File: src/rtl/dmem_arb_pkg.sv
// Shared types and constants for the data-memory arbiter.
package dmem_arb_pkg;

    typedef enum logic [1:0] {
        IDLE   = 2'd0,
        ACCESS = 2'd1,
        WAIT   = 2'd2,
        RESP   = 2'd3
    } arb_state_t;

    typedef enum logic {
        GNT_M0 = 1'b0,
        GNT_M1 = 1'b1
    } gnt_id_t;

    localparam int MEM_LAT_MAX = 7;
    localparam int CNT_W       = 3;

endpackage

File: src/rtl/dmem_arbiter_if.sv
// Bus bundle between the two requesters, the arbiter and the data memory.
// The arbiter connects through the slave modport; the environment drives
// the master side.
interface dmem_arbiter_if #(
    parameter int ADDR_W = 32,
    parameter int DATA_W = 32
);
    logic                  i_m0_req;
    logic                  i_m0_we;
    logic [ADDR_W-1:0]     i_m0_addr;
    logic [DATA_W-1:0]     i_m0_wdata;
    logic [DATA_W/8-1:0]   i_m0_bmask;
    logic                  o_m0_ack;

    logic                  i_m1_req;
    logic                  i_m1_we;
    logic [ADDR_W-1:0]     i_m1_addr;
    logic [DATA_W-1:0]     i_m1_wdata;
    logic [DATA_W/8-1:0]   i_m1_bmask;
    logic                  o_m1_ack;

    logic [DATA_W-1:0]     o_rdata;

    logic                  o_mem_en;
    logic                  o_mem_we;
    logic [ADDR_W-1:0]     o_mem_addr;
    logic [DATA_W-1:0]     o_mem_wdata;
    logic [DATA_W/8-1:0]   o_mem_bmask;
    logic [DATA_W-1:0]     i_mem_rdata;

    modport slave (
        input  i_m0_req, i_m0_we, i_m0_addr, i_m0_wdata, i_m0_bmask,
        input  i_m1_req, i_m1_we, i_m1_addr, i_m1_wdata, i_m1_bmask,
        input  i_mem_rdata,
        output o_m0_ack, o_m1_ack, o_rdata,
        output o_mem_en, o_mem_we, o_mem_addr, o_mem_wdata, o_mem_bmask
    );

    modport master (
        output i_m0_req, i_m0_we, i_m0_addr, i_m0_wdata, i_m0_bmask,
        output i_m1_req, i_m1_we, i_m1_addr, i_m1_wdata, i_m1_bmask,
        output i_mem_rdata,
        input  o_m0_ack, o_m1_ack, o_rdata,
        input  o_mem_en, o_mem_we, o_mem_addr, o_mem_wdata, o_mem_bmask
    );

endinterface

File: src/rtl/arb_rr2.sv
// Combinational 2-way round-robin picker. Lock forces m1 to win and masks m0.
module arb_rr2
    import dmem_arb_pkg::*;
(
    input  logic [1:0] req_i,
    input  gnt_id_t    ptr_i,
    input  logic       lock_i,
    output logic [1:0] gnt_o
);

    // One-hot grant: single requester wins outright, contention goes to ptr.
    always_comb begin
        gnt_o = 2'b00;
        if (lock_i)
            gnt_o = {req_i[1], 1'b0};
        else if (&req_i)
            gnt_o = (ptr_i == GNT_M1) ? 2'b10 : 2'b01;
        else
            gnt_o = req_i;
    end

endmodule

File: src/rtl/dmem_arbiter.sv
// Round-robin arbiter sharing one data-memory/IO port between the core LSU
// (m0) and the loader/debug master (m1). Fixed-latency memory timing is
// sequenced by a 4-state FSM. Optional m1 lock: define DMEM_ARB_LOCK_EN.
module dmem_arbiter
    import dmem_arb_pkg::*;
#(
    parameter int ADDR_W  = 32,
    parameter int DATA_W  = 32,
    parameter int MEM_LAT = 1
)(
    input  logic            i_clk,
    input  logic            i_reset,
`ifdef DMEM_ARB_LOCK_EN
    input  logic            i_m1_lock,
`endif
    dmem_arbiter_if.slave   bus
);

    localparam int LAT_EFF = (MEM_LAT > MEM_LAT_MAX) ? MEM_LAT_MAX : MEM_LAT;
    localparam logic [CNT_W-1:0] LAT_LOAD = CNT_W'(LAT_EFF - 1);

    arb_state_t          state_q, state_d;
    gnt_id_t             ptr_q, ptr_d;
    gnt_id_t             id_q, id_d;
    logic                we_q, we_d;
    logic [ADDR_W-1:0]   addr_q, addr_d;
    logic [DATA_W-1:0]   wdata_q, wdata_d;
    logic [DATA_W/8-1:0] bmask_q, bmask_d;
    logic [CNT_W-1:0]    cnt_q, cnt_d;

    logic [1:0]          req, gnt;
    logic                lock;
    logic                mem_en, ack;
    logic [DATA_W-1:0]   rdata;

`ifdef DMEM_ARB_LOCK_EN
    assign lock = i_m1_lock;
`else
    assign lock = 1'b0;
`endif

    assign req = {bus.i_m1_req, bus.i_m0_req};

    arb_rr2 u_rr (
        .req_i  (req),
        .ptr_i  (ptr_q),
        .lock_i (lock),
        .gnt_o  (gnt)
    );

    // State and latched transaction attributes.
    always_ff @(posedge i_clk or negedge i_reset) begin
        if (!i_reset) begin
            state_q <= IDLE;
            ptr_q   <= GNT_M0;
            id_q    <= GNT_M0;
            we_q    <= 1'b0;
            addr_q  <= '0;
            wdata_q <= '0;
            bmask_q <= '0;
            cnt_q   <= '0;
        end else begin
            state_q <= state_d;
            ptr_q   <= ptr_d;
            id_q    <= id_d;
            we_q    <= we_d;
            addr_q  <= addr_d;
            wdata_q <= wdata_d;
            bmask_q <= bmask_d;
            cnt_q   <= cnt_d;
        end
    end

    // Next-state, grant latching and per-state strobes.
    always_comb begin
        state_d = state_q;
        ptr_d   = ptr_q;
        id_d    = id_q;
        we_d    = we_q;
        addr_d  = addr_q;
        wdata_d = wdata_q;
        bmask_d = bmask_q;
        cnt_d   = cnt_q;
        mem_en  = 1'b0;
        ack     = 1'b0;
        rdata   = '0;
        case (state_q)
            IDLE: begin
                if (gnt[1]) begin
                    id_d    = GNT_M1;
                    we_d    = bus.i_m1_we;
                    addr_d  = bus.i_m1_addr;
                    wdata_d = bus.i_m1_wdata;
                    bmask_d = bus.i_m1_bmask;
                    state_d = ACCESS;
                end else if (gnt[0]) begin
                    id_d    = GNT_M0;
                    we_d    = bus.i_m0_we;
                    addr_d  = bus.i_m0_addr;
                    wdata_d = bus.i_m0_wdata;
                    bmask_d = bus.i_m0_bmask;
                    state_d = ACCESS;
                end
            end
            ACCESS: begin
                mem_en = 1'b1;
                if (we_q) begin
                    // Writes complete on the strobe cycle itself.
                    ack     = 1'b1;
                    ptr_d   = (id_q == GNT_M0) ? GNT_M1 : GNT_M0;
                    state_d = IDLE;
                end else if (LAT_EFF <= 1) begin
                    state_d = RESP;
                end else begin
                    cnt_d   = LAT_LOAD;
                    state_d = WAIT;
                end
            end
            WAIT: begin
                // Leave when the counter steps to zero so RESP lands MEM_LAT
                // cycles after the strobe.
                cnt_d = cnt_q - CNT_W'(1);
                if (cnt_q <= CNT_W'(1))
                    state_d = RESP;
            end
            RESP: begin
                rdata   = bus.i_mem_rdata;
                ack     = 1'b1;
                ptr_d   = (id_q == GNT_M0) ? GNT_M1 : GNT_M0;
                state_d = IDLE;
            end
            default: state_d = IDLE;
        endcase
    end

    assign bus.o_mem_en    = mem_en;
    assign bus.o_mem_we    = mem_en & we_q;
    assign bus.o_mem_addr  = mem_en ? addr_q  : '0;
    assign bus.o_mem_wdata = mem_en ? wdata_q : '0;
    assign bus.o_mem_bmask = mem_en ? bmask_q : '0;
    assign bus.o_rdata     = rdata;
    assign bus.o_m0_ack    = ack & (id_q == GNT_M0);
    assign bus.o_m1_ack    = ack & (id_q == GNT_M1);

endmodule

File: src/flat_wrapper.sv
// flat-port wrapper written by rule: the top's interface ports become plain ports
module dmem_arbiter_flat import dmem_arb_pkg::*;
#(
    parameter int ADDR_W  = 32,
    parameter int DATA_W  = 32,
    parameter int MEM_LAT = 1
)
  (i_clk, i_reset, bus_i_m0_req, bus_i_m0_we, bus_i_m0_addr, bus_i_m0_wdata, bus_i_m0_bmask, bus_i_m1_req, bus_i_m1_we, bus_i_m1_addr, bus_i_m1_wdata, bus_i_m1_bmask, bus_i_mem_rdata, bus_o_m0_ack, bus_o_m1_ack, bus_o_rdata, bus_o_mem_en, bus_o_mem_we, bus_o_mem_addr, bus_o_mem_wdata, bus_o_mem_bmask);
  dmem_arbiter_if #(.ADDR_W(ADDR_W), .DATA_W(DATA_W)) bus_i ();
  input  logic i_clk;
  input  logic i_reset;
  input wire logic [$bits(bus_i.i_m0_req)-1:0] bus_i_m0_req;
  input wire logic [$bits(bus_i.i_m0_we)-1:0] bus_i_m0_we;
  input wire logic [$bits(bus_i.i_m0_addr)-1:0] bus_i_m0_addr;
  input wire logic [$bits(bus_i.i_m0_wdata)-1:0] bus_i_m0_wdata;
  input wire logic [$bits(bus_i.i_m0_bmask)-1:0] bus_i_m0_bmask;
  input wire logic [$bits(bus_i.i_m1_req)-1:0] bus_i_m1_req;
  input wire logic [$bits(bus_i.i_m1_we)-1:0] bus_i_m1_we;
  input wire logic [$bits(bus_i.i_m1_addr)-1:0] bus_i_m1_addr;
  input wire logic [$bits(bus_i.i_m1_wdata)-1:0] bus_i_m1_wdata;
  input wire logic [$bits(bus_i.i_m1_bmask)-1:0] bus_i_m1_bmask;
  input wire logic [$bits(bus_i.i_mem_rdata)-1:0] bus_i_mem_rdata;
  output wire logic [$bits(bus_i.o_m0_ack)-1:0] bus_o_m0_ack;
  output wire logic [$bits(bus_i.o_m1_ack)-1:0] bus_o_m1_ack;
  output wire logic [$bits(bus_i.o_rdata)-1:0] bus_o_rdata;
  output wire logic [$bits(bus_i.o_mem_en)-1:0] bus_o_mem_en;
  output wire logic [$bits(bus_i.o_mem_we)-1:0] bus_o_mem_we;
  output wire logic [$bits(bus_i.o_mem_addr)-1:0] bus_o_mem_addr;
  output wire logic [$bits(bus_i.o_mem_wdata)-1:0] bus_o_mem_wdata;
  output wire logic [$bits(bus_i.o_mem_bmask)-1:0] bus_o_mem_bmask;
  assign bus_i.i_m0_req = bus_i_m0_req;
  assign bus_i.i_m0_we = bus_i_m0_we;
  assign bus_i.i_m0_addr = bus_i_m0_addr;
  assign bus_i.i_m0_wdata = bus_i_m0_wdata;
  assign bus_i.i_m0_bmask = bus_i_m0_bmask;
  assign bus_i.i_m1_req = bus_i_m1_req;
  assign bus_i.i_m1_we = bus_i_m1_we;
  assign bus_i.i_m1_addr = bus_i_m1_addr;
  assign bus_i.i_m1_wdata = bus_i_m1_wdata;
  assign bus_i.i_m1_bmask = bus_i_m1_bmask;
  assign bus_i.i_mem_rdata = bus_i_mem_rdata;
  assign bus_o_m0_ack = bus_i.o_m0_ack;
  assign bus_o_m1_ack = bus_i.o_m1_ack;
  assign bus_o_rdata = bus_i.o_rdata;
  assign bus_o_mem_en = bus_i.o_mem_en;
  assign bus_o_mem_we = bus_i.o_mem_we;
  assign bus_o_mem_addr = bus_i.o_mem_addr;
  assign bus_o_mem_wdata = bus_i.o_mem_wdata;
  assign bus_o_mem_bmask = bus_i.o_mem_bmask;
  dmem_arbiter #(.ADDR_W(ADDR_W), .DATA_W(DATA_W), .MEM_LAT(MEM_LAT)) u_core (.i_clk(i_clk), .i_reset(i_reset), .bus(bus_i));
endmodule
File: config.mk
export PLATFORM = sky130hd
export DESIGN_NAME = dmem_arbiter_flat
export DESIGN_NICKNAME = d
export VERILOG_FILES = /design/src/rtl/dmem_arb_pkg.sv /design/src/rtl/dmem_arbiter_if.sv /design/src/rtl/arb_rr2.sv /design/src/rtl/dmem_arbiter.sv /design/src/flat_wrapper.sv
export SDC_FILE = /design/constraint.sdc
export NUM_CORES = 1
export LEC_CHECK = 0
export CAP_MARGIN = 0
export CORE_ASPECT_RATIO = 0.6
export CORE_MARGIN = 4
export CORE_UTILIZATION = 35
export DETAILED_ROUTE_END_ITERATION = 8
export PLACE_DENSITY = 0.74
export SYNTH_ARGS = -nofsm -noshare
export SYNTH_HDL_FRONTEND = slang
export SYNTH_SLANG_ARGS = --single-unit
File: constraint.sdc
create_clock -name i_clk -period 3.9 [get_ports i_clk]
set_input_delay 1.17 -clock i_clk [delete_from_list [all_inputs] [get_ports i_clk]]
set_output_delay 1.17 -clock i_clk [all_outputs]
set_load 0.005 [all_outputs]
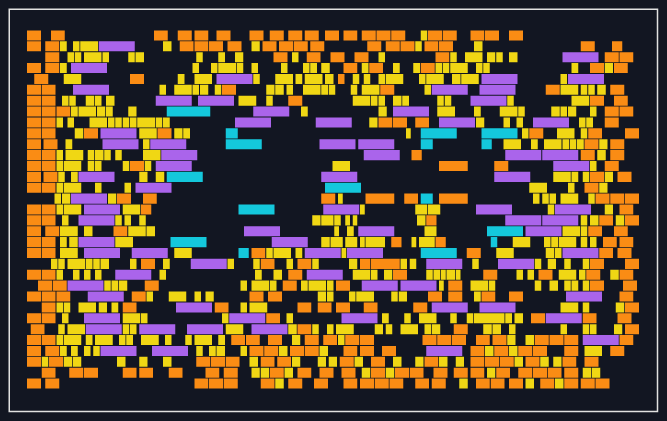
Run 1: placement by cell class
(4 px per um)
[yellow] all other logic | cells: 408
[orange] other buffers and delay cells | cells: 287
[cyan] clock drivers and dummy loads | cells: 16
[purple] flip-flops | cells: 76
end-of-flow core utilization: 0.587
sequential cell area share: 0.236
final cell area excluding filler cells: 8070 um2
row count: 33

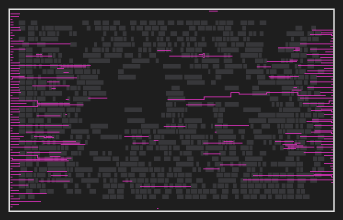
Run 1: the metal 3 layer
(2 px per um)
longest straight run: 44.9 um
wire length on this layer: 1660 um
main direction: horizontal
nets with wire on the layer: 166
share of all routed wire: 9.0%
DR vias: 5184
M3 GR Usage: 0.0706
overall routed net length: 18400 um

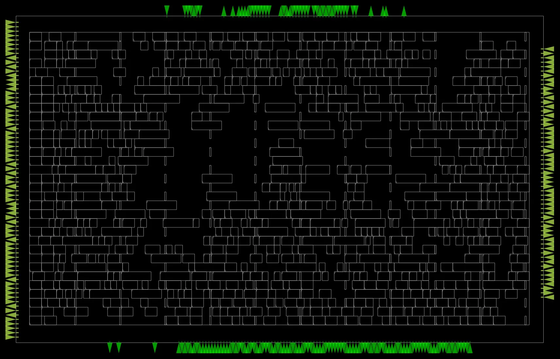
Run 1: cell outlines without signal wires
final instance count without filler cells: 979
Layout fillers: 1158
flip-flops: 76
inserted tap cell count: 192

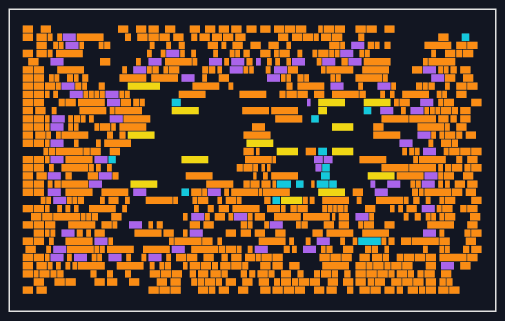
Run 1: drive-strength map
(3 px per um)
[orange] drive 1 or less | cells: 683
[yellow] drive 6 and up | cells: 15
[cyan] drive 3 to 4 | cells: 15
[purple] drive 2 | cells: 74
area overhead of the layout relative to synthesis: 62.8%
bufs w/o clock: 287
setup slack of the critical path after layout: 0.340 ns

## run 1: metrics by stage
stage	area, um2	utilization	hold slack (ns)	cells	setup WS (ns)
4_1_cts	8070	0.587	0.472	979	0.375
3_3_place_gp	7770	0.565	0.455	963	0.399
5_1_grt	8070	0.587	0.518	979	0.183
2_1_floorplan	4960	-	0.442	553	1.39
6_report	8070	0.587	0.469	979	0.340
3_5_place_dp	7770	0.565	0.459	963	0.403
## run 1: power breakdown
part / switching (mW) / internal, mW / total [mW]
clock: 0.348 / 0.499 / 0.847
combinational: 1.41 / 1.62 / 3.03
sequential: 0.242 / 1.19 / 1.43
## run 1: path summary, 6_finish.rpt
path / cells past startpoint / endpoint
max in group asynchronous: 1 / u_core.wdata_q[23]$_DFFE_PN0P_
min in group asynchronous: 1 / u_core.addr_q[10]$_DFFE_PN0P_
hold / removal: 1 / u_core.cnt_q[2]$_DFFE_PN0N_
setup / recovery: 4 / bus_o_mem_wdata[21]
setup reg to reg: 4 / u_core.wdata_q[19]$_DFFE_PN0P_
hold reg to reg: 1 / u_core.cnt_q[2]$_DFFE_PN0N_
## run 1: cells in the mapped netlist
cell type  number  share of area
o311ai_1        1         0.0018
nand2b_1        3         0.0038
nor2_2          1         0.0013
and2_4          1         0.0018
clkbuf_1       57          0.043
and2b_1         1         0.0015
a31oi_2        68           0.17
xnor2_1         1         0.0018
and3_1         32          0.040
ha_1            2         0.0050
nand3_1        70          0.071
xor2_1          1         0.0018
o21ai_0        69          0.070
inv_1           5         0.0038
buf_6          10          0.023
o21ai_1         3         0.0030
nor2_1          3         0.0023
a21oi_1        71          0.072
a31oi_4         1         0.0043
nand2_1         3         0.0023
inv_2           1        0.00076
buf_2           2         0.0020
dfrtp_1        76           0.38
nor2b_1         1         0.0013
or2_1           1         0.0013
and2_1         69          0.087
## run 1: cell families (layout without fill, tap and decap cells)
group	after synthesis	count (layout)
buffers and inverters	75	309
and+or+nand+nor	185	185
AOI/OAI and AO/OA	213	213
xor gates and xnor gates	2	2
adders and majority gates	2	2
DFF	76	76
## run 1: worst max-delay path, cell delays in order, from the launching register on
cell	delay, ns
dfrtp_1	0.76
nor2b_4	0.27
buf_12	0.24
and2_1	0.18
clkdlybuf4s50_1	0.54
## run 1: layer usage
metal | vias to the layer above | GRT usage
met2 | 248 | 0.354
met1 | 2476 | 0.308
met3 | 9 | 0.0706
li1 | 2451 | -
met4 | 0 | 0.0318
met5 | - | 0
## run 1: sequential cells by signal, indices dropped and copies added, names as in the netlist
name / flops
u_core.bmask_q: 4
u_core.id_q: 1
u_core.ptr_q: 1
u_core.wdata_q: 32
u_core.state_q: 2
u_core.addr_q: 32
u_core.we_q: 1
u_core.cnt_q: 3
## run 1: area by class of cell
type,instances,area [um2]
multi-input cells,402,2710
flip-flops and latches,76,1900
inverters,6,22.5
clock buffers,9,225
well taps,192,240
clock inverters,7,76.3
fillers,1158,5680
repair buffers,287,2890
==> Slide: Implementation Results, run 1 <==
Synthesis and Place & Route Summary

Synth
  – Complex-gate fraction of the synthesized area: 0.322
  – Post-Syn Instances: 553
  – Yosys chip area: 4960 um2
  – Cells in synth_stat.txt: 553
  – Net count after synthesis: 729
  – Average cell area after synthesis: 8.97 um2
  – Area fraction in xor and xnor cells: 0.00353
  – Synthesis-stage register bit count: 76
  – Post-synthesis instance area: 4960 um2
  – Library cells used by synthesis: 26
  – Post-Synth Adder-Cell Area: 0.00505
  – Sequential share of the synthesized area: 0.384
  – Comb area leader: AND-OR/OR-AND gates
  – Simple logic cell fraction of the synthesized area: 0.213
  – Yosys Warn Count: 0
  – Area fraction in mux cells: 0

Floorplanning
  – Die Ht: 100 um
  – Total Die Area: 16200 um2
  – I/O pin count: 278
  – Horizontal die size: 162 um
  – Floorplan Core Area: 13700 um2
  – Floorplan Utilization: 0.361

Outcome
  – Run status: finished clean

Power
  – Post-layout total power: 5.31 mW
  – Leakage power of the design: 3.02 nW
  – Power density of the placed cells: 658 nW/um2
  – Peak ir drop on the vdd network: 0.400 mV

Worst hold path
  – Class of the tightest hold or removal check: register to register
  – Startpoint of the tightest hold check path: u_core.cnt_q[2]$_DFFE_PN0N_

Finish
  – Diode count: 0
  – Proportion of layout cells with a drive suffix above 1: 0.132
  – Net total in the final layout: 958
  – Most instantiated logic cell after routing: clkdlybuf4s50_1
  – Top cells excl fill/tap: clkdlybuf4s50_1, dfrtp_1, a21oi_1

Clock tree
  – Total of cells resized after clock tree synthesis: 0
  – # clock sinks: 76
  – Clock tree from TritonCTS: built
  – Clock tree root driver cell: clkbuf_16
  – Number of setup buffers added after CTS: 0
  – Clock network latency to the later pin of the worst-skew pair: 0.33 ns
  – CTS Buf Count: 9
  – Post-CTS clock slew at the launch and capture registers of the worst setup and hold paths: 0.06 ns
  – Maximum buffer depth of the clock tree: 2
  – Number of buffers inserted for hold repair after clock tree synthesis: 0
  – H-tree depth: 3

Route
  – Remaining antenna violation count: 0
  – Via density: 5.30
  – Met1 Wirelength: 8160 um
  – Uppermost layer routed: met4
  – Average wire per standard cell: 18.8 um
  – Wire length on met3: 1660 um
  – WL met2: 8490 um
  – Total DRC errors in the routed layout: 0
  – Iteration-0 DRC Markers: 436
  – DRT Pass-1 Iters: 5

Critical path
  – Critical path capture point type: output pin
  – Worst r2r src: u_core.state_q[1]$_DFFE_PN0P_
  – Data required time of the critical path: 2.73 ns
  – Critical-path maximum fanout: 71
  – Arrival time at the worst endpoint: 2.39 ns
  – Worst Setup Path Type: register to output pin
  – Kind of start point of the critical path: register
  – Worst setup path start: u_core.state_q[1]$_DFFE_PN0P_
  – R2R Setup Slk: 1.76 ns

Global route
  – First-pass GRT wire length: 29100 um
  – Via count of the first global-routing pass: 5275
  – GRT Residual Overflow: 0
  – Antenna violations before repair: 0
  – Overall fraction of global-route tracks in use: 0.223
  – Maximum number of pins on one net before global-route repair: 77

Placement
  – Post-detail-place hpwl: 12800 um
  – Gpl congestion: 0.887
  – I/O Buffers: 277

Timing
  – Final count of negative-setup-slack endpoints: 0
  – Aggregate negative setup slack: 0 ns
  – Unrepaired setup endpoints after global routing: no
  – Worst clock skew: 0.00746 ns
  – Period Utilization, post-route: 0.913
  – Max-Slew Margin vs Limit: 0.329
  – Transition at the pin with the smallest max-transition slack: 1.01 ns
  – Highest clock frequency the design can meet: 0.281 GHz
  – Count of endpoints failing hold in the final timing report: 0
  – Number of pins with negative max-slew slack in the final report: 0
  – Minimum clock period after layout: 3.56 ns

Run
  – Stage-log warning count: 27
  – Max cap viols: 0
Run 1, sequential cells colored by netlist name:
(3 px per um) Other sequential cells in the stronger gray, the rest of the logic in the fainter gray.
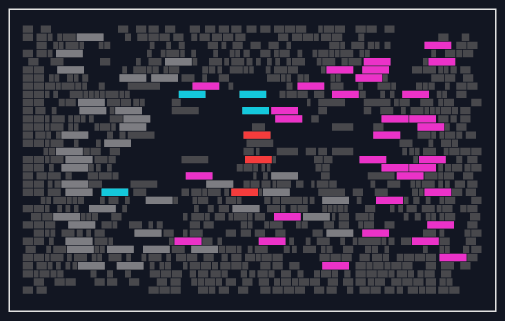

==> inputs of run 2 (changes only) <==
--- a/config.mk
+++ b/config.mk
@@ -10,7 +10,7 @@
 export CORE_MARGIN = 4
 export CORE_UTILIZATION = 35
 export DETAILED_ROUTE_END_ITERATION = 8
-export PLACE_DENSITY = 0.74
+export PLACE_DENSITY = 0.78
 export SYNTH_ARGS = -nofsm -noshare
 export SYNTH_HDL_FRONTEND = slang
 export SYNTH_SLANG_ARGS = --single-unit
==> constraint.sdc (replaced) <==
create_clock -name i_clk -period 4.05 [get_ports i_clk]
set_input_delay 1.215 -clock i_clk [delete_from_list [all_inputs] [get_ports i_clk]]
set_output_delay 1.215 -clock i_clk [all_outputs]
set_load 0.005 [all_outputs]
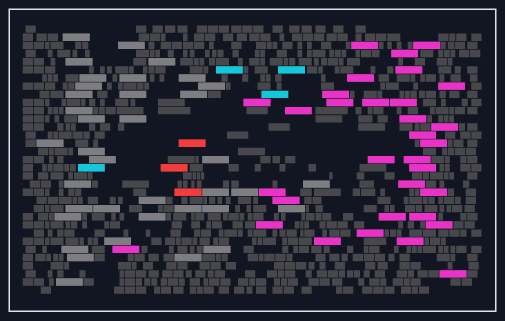
Run 2: sequential cells colored by netlist name
(3 px per um) Other sequential cells in the stronger gray, the rest of the logic in the fainter gray.
[cyan] u_core.bmask_q | flops: 4 | where: top middle
[red] u_core.cnt_q | flops: 3
[magenta] u_core.addr_q | flops: 32
not colored: 37
end-of-flow core utilization: 0.588
Power Sequential: 1.38 mW

==> run 2 against run 1 <==
Non-clock buffer count unchanged. Global-route usage down 0.17 points. Die area unchanged. Hold slack better by 0.028 ns. Sequential power down 3%. Critical path depth unchanged. Count of clock-buffer cells in the layout up 2. First-iteration DRC count up 5.0%. Largest cell class unchanged. Synthesized area unchanged. Cell count down 0.10%.
==> Slide: Implementation Results, run 2 <==
Synthesis and Place & Route Summary

Route
  – Via density: 5.32
  – Iteration-0 DRC Markers: 458
  – Remaining antenna violation count: 0
  – Average wire per standard cell: 18.7 um
  – Total DRC errors in the routed layout: 0
  – DRT Pass-1 Iters: 5

Power
  – Peak ir drop on the vdd network: 0.421 mV
  – Power density of the placed cells: 639 nW/um2
  – Leakage power of the design: 3.03 nW
  – Post-layout total power: 5.16 mW

Timing
  – Period Utilization, post-route: 0.907
  – Aggregate negative setup slack: 0 ns
  – Count of endpoints failing hold in the final timing report: 0
  – Highest clock frequency the design can meet: 0.272 GHz
  – Worst clock skew: 0.00780 ns
  – Minimum clock period after layout: 3.67 ns
  – Unrepaired setup endpoints after global routing: no
  – Number of pins with negative max-slew slack in the final report: 0
  – Final count of negative-setup-slack endpoints: 0
  – Transition at the pin with the smallest max-transition slack: 1.06 ns
  – Max-Slew Margin vs Limit: 0.293

Clock tree
  – Maximum buffer depth of the clock tree: 2
  – Post-CTS clock slew at the launch and capture registers of the worst setup and hold paths: 0.06 ns
  – H-tree depth: 3
  – Total of cells resized after clock tree synthesis: 0
  – CTS Buf Count: 9
  – # clock sinks: 76
  – Number of setup buffers added after CTS: 0
  – Number of buffers inserted for hold repair after clock tree synthesis: 0
  – Clock tree root driver cell: clkbuf_16
  – Clock network latency to the later pin of the worst-skew pair: 0.33 ns
  – Clock tree from TritonCTS: built

Synth
  – Library cells used by synthesis: 26
  – Number of enable-type register cells in the synthesized netlist: 0
  – Top cell type by instance count after synthesis: dfrtp_1
  – Post-Syn Instances: 553
  – Yosys top cell area share: 0.384
  – Commonest cells in the synthesized netlist: dfrtp_1, a21oi_1, nand3_1
  – Biggest area contributors in the synthesized netlist: dfrtp_1, a31oi_2, and2_1
  – Net count after synthesis: 729
  – Synthesis-stage register bit count: 76
  – Sequential share of the synthesized area: 0.384
  – Cells in synth_stat.txt: 553
  – Average cell area after synthesis: 8.97 um2
  – Cell taking the most area after synthesis: dfrtp_1
  – Yosys Warn Count: 0
  – Post-synthesis instance area: 4960 um2
  – Most common reg cell: dfrtp_1
  – Share of flip-flops with an asynchronous set or reset: 1.00
  – Yosys chip area: 4960 um2

Critical path
  – Arrival time at the worst endpoint: 2.46 ns
  – Critical path capture point type: output pin
  – Data required time of the critical path: 2.83 ns
  – Kind of start point of the critical path: register
  – Critical-path maximum fanout: 43
  – Worst Setup Path Type: register to output pin
  – Cells on worst reg2reg path: 4

Finish
  – Area overhead of the layout relative to synthesis: 63.0%
  – Most instantiated logic cell after routing: clkdlybuf4s50_1
  – Diode count: 0
  – Top cells excl fill/tap: clkdlybuf4s50_1, dfrtp_1, a21oi_1
  – Net total in the final layout: 958
  – Final instance count without filler cells: 978
  – Proportion of layout cells with a drive suffix above 1: 0.131
  – Biggest registers after layout: u_core.addr_q x32, u_core.wdata_q x32, u_core.bmask_q x4

Worst hold path
  – Hold path depth: 1
  – Class of the tightest hold or removal check: register to register

Floorplanning
  – Horizontal die size: 162 um
  – Floorplan Core Area: 13700 um2
  – Row count: 33
  – Die Ht: 100 um
  – Floorplan Utilization: 0.361
  – Total Die Area: 16200 um2
  – I/O pin count: 278

Global route
  – GRT Residual Overflow: 0
  – Via count of the first global-routing pass: 5357
  – Overall fraction of global-route tracks in use: 0.221
  – Maximum number of pins on one net before global-route repair: 77
  – Antenna violations before repair: 0
  – First-pass GRT wire length: 29000 um

Placement
  – DP Cell Count: 963
  – Gpl congestion: 0.867
  – Post-detail-place hpwl: 12700 um
  – I/O Buffers: 277

Run
  – Max cap viols: 0
  – Stage-log warning count: 27

Outcome
  – Run status: finished clean
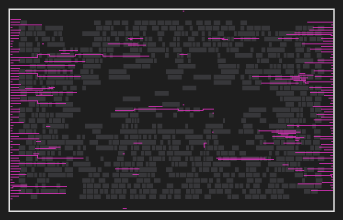
Run 2: the metal 3 layer
(2 px per um)
nets with wire on the layer: 170
longest straight run: 32.9 um
main direction: horizontal
wire length on this layer: 1480 um
share of all routed wire: 8.1%
overall routed net length: 18300 um
DR vias: 5204

==> run 2: through the flow <==
stage | area (um2) | util | setup WS, ns | hold WS (ns)
after floorplan | 4960 | - | 1.45 | 0.442
after global placement | 7760 | 0.564 | 0.466 | 0.455
after detailed placement | 7760 | 0.564 | 0.462 | 0.480
after CTS | 8080 | 0.588 | 0.380 | 0.491
after global routing | 8080 | 0.588 | 0.177 | 0.511
final | 8080 | 0.588 | 0.376 | 0.497
==> run 2: layout make-up <==
type	instances	area (um2)
clock inverters	4	72.6
inverters	6	22.5
fillers	1137	5670
repair buffers	287	2880
well taps	192	240
clock buffers	11	253
flip-flops and latches	76	1900
multi-input cells	402	2710
==> run 2: worst max-delay path, stage by stage (launching register included) <==
cell	delay [ns]
dfrtp_1	0.76
nor2b_4	0.25
buf_4	0.37
and2_1	0.21
clkdlybuf4s50_1	0.52
==> run 2: path summary, 6_finish.rpt <==
path | slack, ns | to | start
worst max-delay path | 0.38 | bus_o_mem_addr[27] | u_core.state_q[1]$_DFFE_PN0P_
worst min-delay path | 0.50 | u_core.cnt_q[2]$_DFFE_PN0N_ | u_core.cnt_q[2]$_DFFE_PN0N_
worst max register to register | 1.85 | u_core.addr_q[23]$_DFFE_PN0P_ | u_core.state_q[1]$_DFFE_PN0P_
worst min register to register | 0.50 | u_core.cnt_q[2]$_DFFE_PN0N_ | u_core.cnt_q[2]$_DFFE_PN0N_
max in group asynchronous | 2.35 | u_core.wdata_q[3]$_DFFE_PN0P_ | i_reset
min in group asynchronous | 1.05 | u_core.addr_q[10]$_DFFE_PN0P_ | i_reset
==> run 2: cell families after synthesis <==
kind of cell             count (synthesis)  synth area share
flip-flops                              76             0.384
AND/OR/NAND/NOR                        185             0.213
adder cells (fa/ha/maj)                  2           0.00505
XOR/XNOR                                 2           0.00353
AND-OR/OR-AND                          213             0.322
buffers and inverters                   75            0.0724
==> run 2: where the power goes <==
group	leakage, nW	internal, mW	switching, mW
Sequential	0.855	1.15	0.229
Clock	0.158	0.569	0.308
Combinational	2.02	1.54	1.37
Total	3.03	3.26	1.91
==> run 2: layer usage <==
| layer | up-vias | wire length (um) | global-route usage |
|---|---|---|---|
| li1 | 2449 | - | - |
| met1 | 2495 | 8050 | 0.299 |
| met2 | 246 | 8560 | 0.363 |
| met3 | 14 | 1480 | 0.0591 |
| met4 | 0 | 165 | 0.0396 |
| met5 | - | 0 | 0 |
Run 2, cell outlines without signal wires:
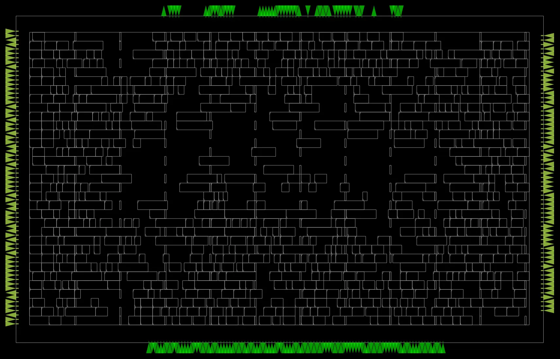

==> inputs of run 3 (changes only) <==
--- a/config.mk
+++ b/config.mk
@@ -5,9 +5,9 @@
 export SDC_FILE = /design/constraint.sdc
 export NUM_CORES = 1
 export LEC_CHECK = 0
-export CAP_MARGIN = 0
+export CAP_MARGIN = 5
 export CORE_ASPECT_RATIO = 0.6
-export CORE_MARGIN = 4
+export CORE_MARGIN = 8
 export CORE_UTILIZATION = 35
 export DETAILED_ROUTE_END_ITERATION = 8
 export PLACE_DENSITY = 0.78
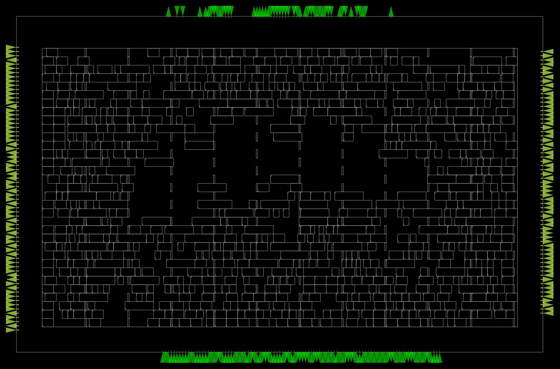
Run 3: cell outlines without signal wires
Layout fillers: 1198
end-of-flow core utilization: 0.585

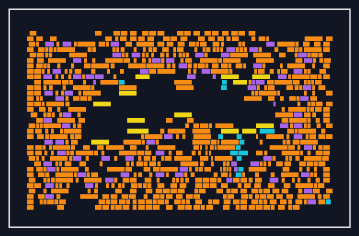
Run 3: drive-strength map
(2 px per um)
[yellow] drive 6 and up | cells: 13
[orange] drive 1 or less | cells: 684
[cyan] drive 3 to 4 | cells: 14
[purple] drive 2 | cells: 75
bufs w/o clock: 286
final cell area excluding filler cells: 8040 um2
area overhead of the layout relative to synthesis: 62.2%

==> run 3 against run 2 <==
Non-clock buffer count down 1. Sequential power about the same. Flip-flop count unchanged. Largest cell class unchanged.
==> Slide: Implementation Results, run 3 <==
Synthesis and Place & Route Summary

Outcome
  – Run status: finished clean

Synth
  – Number of enable-type register cells in the synthesized netlist: 0
  – Net count after synthesis: 729
  – Area fraction in xor and xnor cells: 0.00353
  – Share of flip-flops with an asynchronous set or reset: 1.00
  – Complex-gate fraction of the synthesized area: 0.322
  – Top cell type by instance count after synthesis: dfrtp_1
  – Area fraction in mux cells: 0
  – Yosys Warn Count: 0
  – Comb area leader: AND-OR/OR-AND gates
  – Synthesis-stage register bit count: 76
  – Commonest cells in the synthesized netlist: dfrtp_1, a21oi_1, nand3_1
  – Sequential share of the synthesized area: 0.384
  – Cells in synth_stat.txt: 553
  – Yosys chip area: 4960 um2
  – Library cells used by synthesis: 26
  – Yosys top cell area share: 0.384
  – Post-synthesis instance area: 4960 um2
  – Post-Synth Adder-Cell Area: 0.00505
  – Post-Syn Instances: 553
  – Biggest area contributors in the synthesized netlist: dfrtp_1, a31oi_2, and2_1
  – Most common reg cell: dfrtp_1
  – Average cell area after synthesis: 8.97 um2
  – Cell taking the most area after synthesis: dfrtp_1
  – Simple logic cell fraction of the synthesized area: 0.213

Route
  – Average wire per standard cell: 19.5 um
  – Via density: 5.34
  – DR vias: 5225
  – DRT Pass-1 Iters: 4
  – Overall routed net length: 19100 um
  – Iteration-0 DRC Markers: 393
  – Remaining antenna violation count: 0
  – Total DRC errors in the routed layout: 0

Global route
  – First-pass GRT wire length: 30300 um
  – Via count of the first global-routing pass: 5517
  – GRT Residual Overflow: 0
  – Antenna violations before repair: 0
  – Overall fraction of global-route tracks in use: 0.203
  – Maximum number of pins on one net before global-route repair: 77

Floorplanning
  – Row count: 33
  – I/O pin count: 278
  – Floorplan Core Area: 13700 um2
  – Die Ht: 108 um
  – Total Die Area: 18400 um2
  – Floorplan Utilization: 0.361
  – Horizontal die size: 170 um

Finish
  – Biggest registers after layout: u_core.addr_q x32, u_core.wdata_q x32, u_core.bmask_q x4
  – Logic cell area: 2710 um2
  – Net total in the final layout: 957
  – Top cells excl fill/tap: clkdlybuf4s50_1, dfrtp_1, a21oi_1
  – Proportion of layout cells with a drive suffix above 1: 0.130
  – Area occupied by registers: 1900 um2
  – Diode count: 0
  – Most instantiated logic cell after routing: clkdlybuf4s50_1

Critical path
  – Worst Setup Path Type: input pin to output pin
  – Gate family responsible for the most delay along the worst path: buffers and inverters
  – Critical path capture point type: output pin
  – Maximum cell stage delay along the critical path: 0.51 ns
  – Cell occurring most often along the worst timing path: clkdlybuf4s50_1
  – Max stage delay cell, worst path: clkdlybuf4s50_1
  – Critical-path maximum fanout: 1
  – Kind of start point of the critical path: input pin
  – Arrival time at the worst endpoint: 2.35 ns
  – Data required time of the critical path: 2.83 ns
  – R2R Setup Slk: 2.06 ns
  – Sequence of cells on the critical path: clkdlybuf4s50_1, and3_1, clkdlybuf4s50_1
  – Bufs and invs on worst path: 2

Timing
  – Minimum clock period after layout: 3.56 ns
  – Highest clock frequency the design can meet: 0.281 GHz
  – Unrepaired setup endpoints after global routing: no
  – Final count of negative-setup-slack endpoints: 0
  – Aggregate negative setup slack: 0 ns
  – Count of endpoints failing hold in the final timing report: 0
  – Number of pins with negative max-slew slack in the final report: 0
  – Period Utilization, post-route: 0.880
  – Transition at the pin with the smallest max-transition slack: 1.09 ns
  – Setup slack of the critical path after layout: 0.488 ns
  – Max-Slew Margin vs Limit: 0.276
  – Worst clock skew: 0.0101 ns

Power
  – Portion of total power attributed to combinational logic: 0.580
  – Power density of the placed cells: 633 nW/um2
  – Switching power as a share of total power: 0.377
  – Post-layout total power: 5.09 mW
  – Leakage power of the design: 3.01 nW
  – Clock power share: 0.156
  – Peak ir drop on the vdd network: 0.322 mV
  – Switching power summed over all nets: 1.92 mW
  – Internal power contribution: 3.17 mW
  – Share of total power in sequential cells: 0.264

Run
  – Stage-log warning count: 27
  – Max cap viols: 0

Clock tree
  – Clock network latency to the later pin of the worst-skew pair: 0.33 ns
  – Number of setup buffers added after CTS: 0
  – Number of buffers inserted for hold repair after clock tree synthesis: 0
  – Clock tree from TritonCTS: built
  – Total of cells resized after clock tree synthesis: 0
  – # clock sinks: 76
  – Clock tree root driver cell: clkbuf_16
  – H-tree depth: 3
  – Post-CTS clock slew at the launch and capture registers of the worst setup and hold paths: 0.05 ns
  – Maximum buffer depth of the clock tree: 2
  – CTS Buf Count: 9

Placement
  – Gpl congestion: 0.815
  – Place WS: 0.476 ns
  – Post-detail-place hpwl: 13300 um
  – I/O Buffers: 277

Worst hold path
  – Class of the tightest hold or removal check: register to register
-- run 3: power groups by stage --
stage               Combinational [mW]  Sequential [mW]  Clock (mW)
floorplan                         1.68             1.28           0
global placement                  2.92             1.32           0
detailed placement                2.98             1.35           0
CTS                               2.99             1.34       0.817
global route                      3.22             1.39       0.850
finish                            2.95             1.35       0.794
-- run 3: path summary, 6_finish.rpt --
path,start,end,cells after the start
worst max-delay path,bus_i_mem_rdata[25],bus_o_rdata[25],3
min in group asynchronous,i_reset,u_core.addr_q[19]$_DFFE_PN0P_,1
worst min register to register,u_core.cnt_q[2]$_DFFE_PN0N_,u_core.cnt_q[2]$_DFFE_PN0N_,1
max in group asynchronous,i_reset,u_core.wdata_q[22]$_DFFE_PN0P_,1
worst max register to register,u_core.ptr_q$_DFFE_PN0P_,u_core.addr_q[26]$_DFFE_PN0P_,4
worst min-delay path,u_core.cnt_q[2]$_DFFE_PN0N_,u_core.cnt_q[2]$_DFFE_PN0N_,1
-- run 3: final cells by class --
class	count	share of cell area
tap	192	0.0299
inverter	6	0.00280
timing repair buffer	286	0.357
clock inverter	6	0.00809
sequential	76	0.236
multi-input combinational	402	0.337
clock buffer	10	0.0285
-- run 3: worst register-to-register path, cell delays in order (launching register included) --
cell and delay, ns:
dfrtp_1 0.38, and2b_2 0.63, buf_4 0.45, o21ai_0 0.25, a31oi_4 0.20
-- run 3: through the flow --
stage	hold slack (ns)	util	cells	instance area, um2
floorplan	0.442	-	553	4960
global placement	0.457	0.564	962	7750
detailed placement	0.469	0.564	962	7750
CTS	0.479	0.585	978	8040
global route	0.494	0.585	978	8040
finish	0.476	0.585	978	8040
-- run 3: kinds of logic (layout without fill, tap and decap cells) --
logic type | count (synthesis) | count (layout)
buffers and inverters | 75 | 308
and+or+nand+nor | 185 | 185
AOI/OAI and AO/OA | 213 | 213
adders and majority gates | 2 | 2
DFF | 76 | 76
xor gates and xnor gates | 2 | 2
-- run 3: per-layer routing --
layer | share of wire | GRT usage | wire length, um
met5 | 0 | 0 | 0
met4 | 0.0066 | 0.0302 | 125
met3 | 0.096 | 0.0731 | 1830
met2 | 0.46 | 0.335 | 8830
met1 | 0.43 | 0.256 | 8290
Power is estimated from default activity; no workload was simulated.
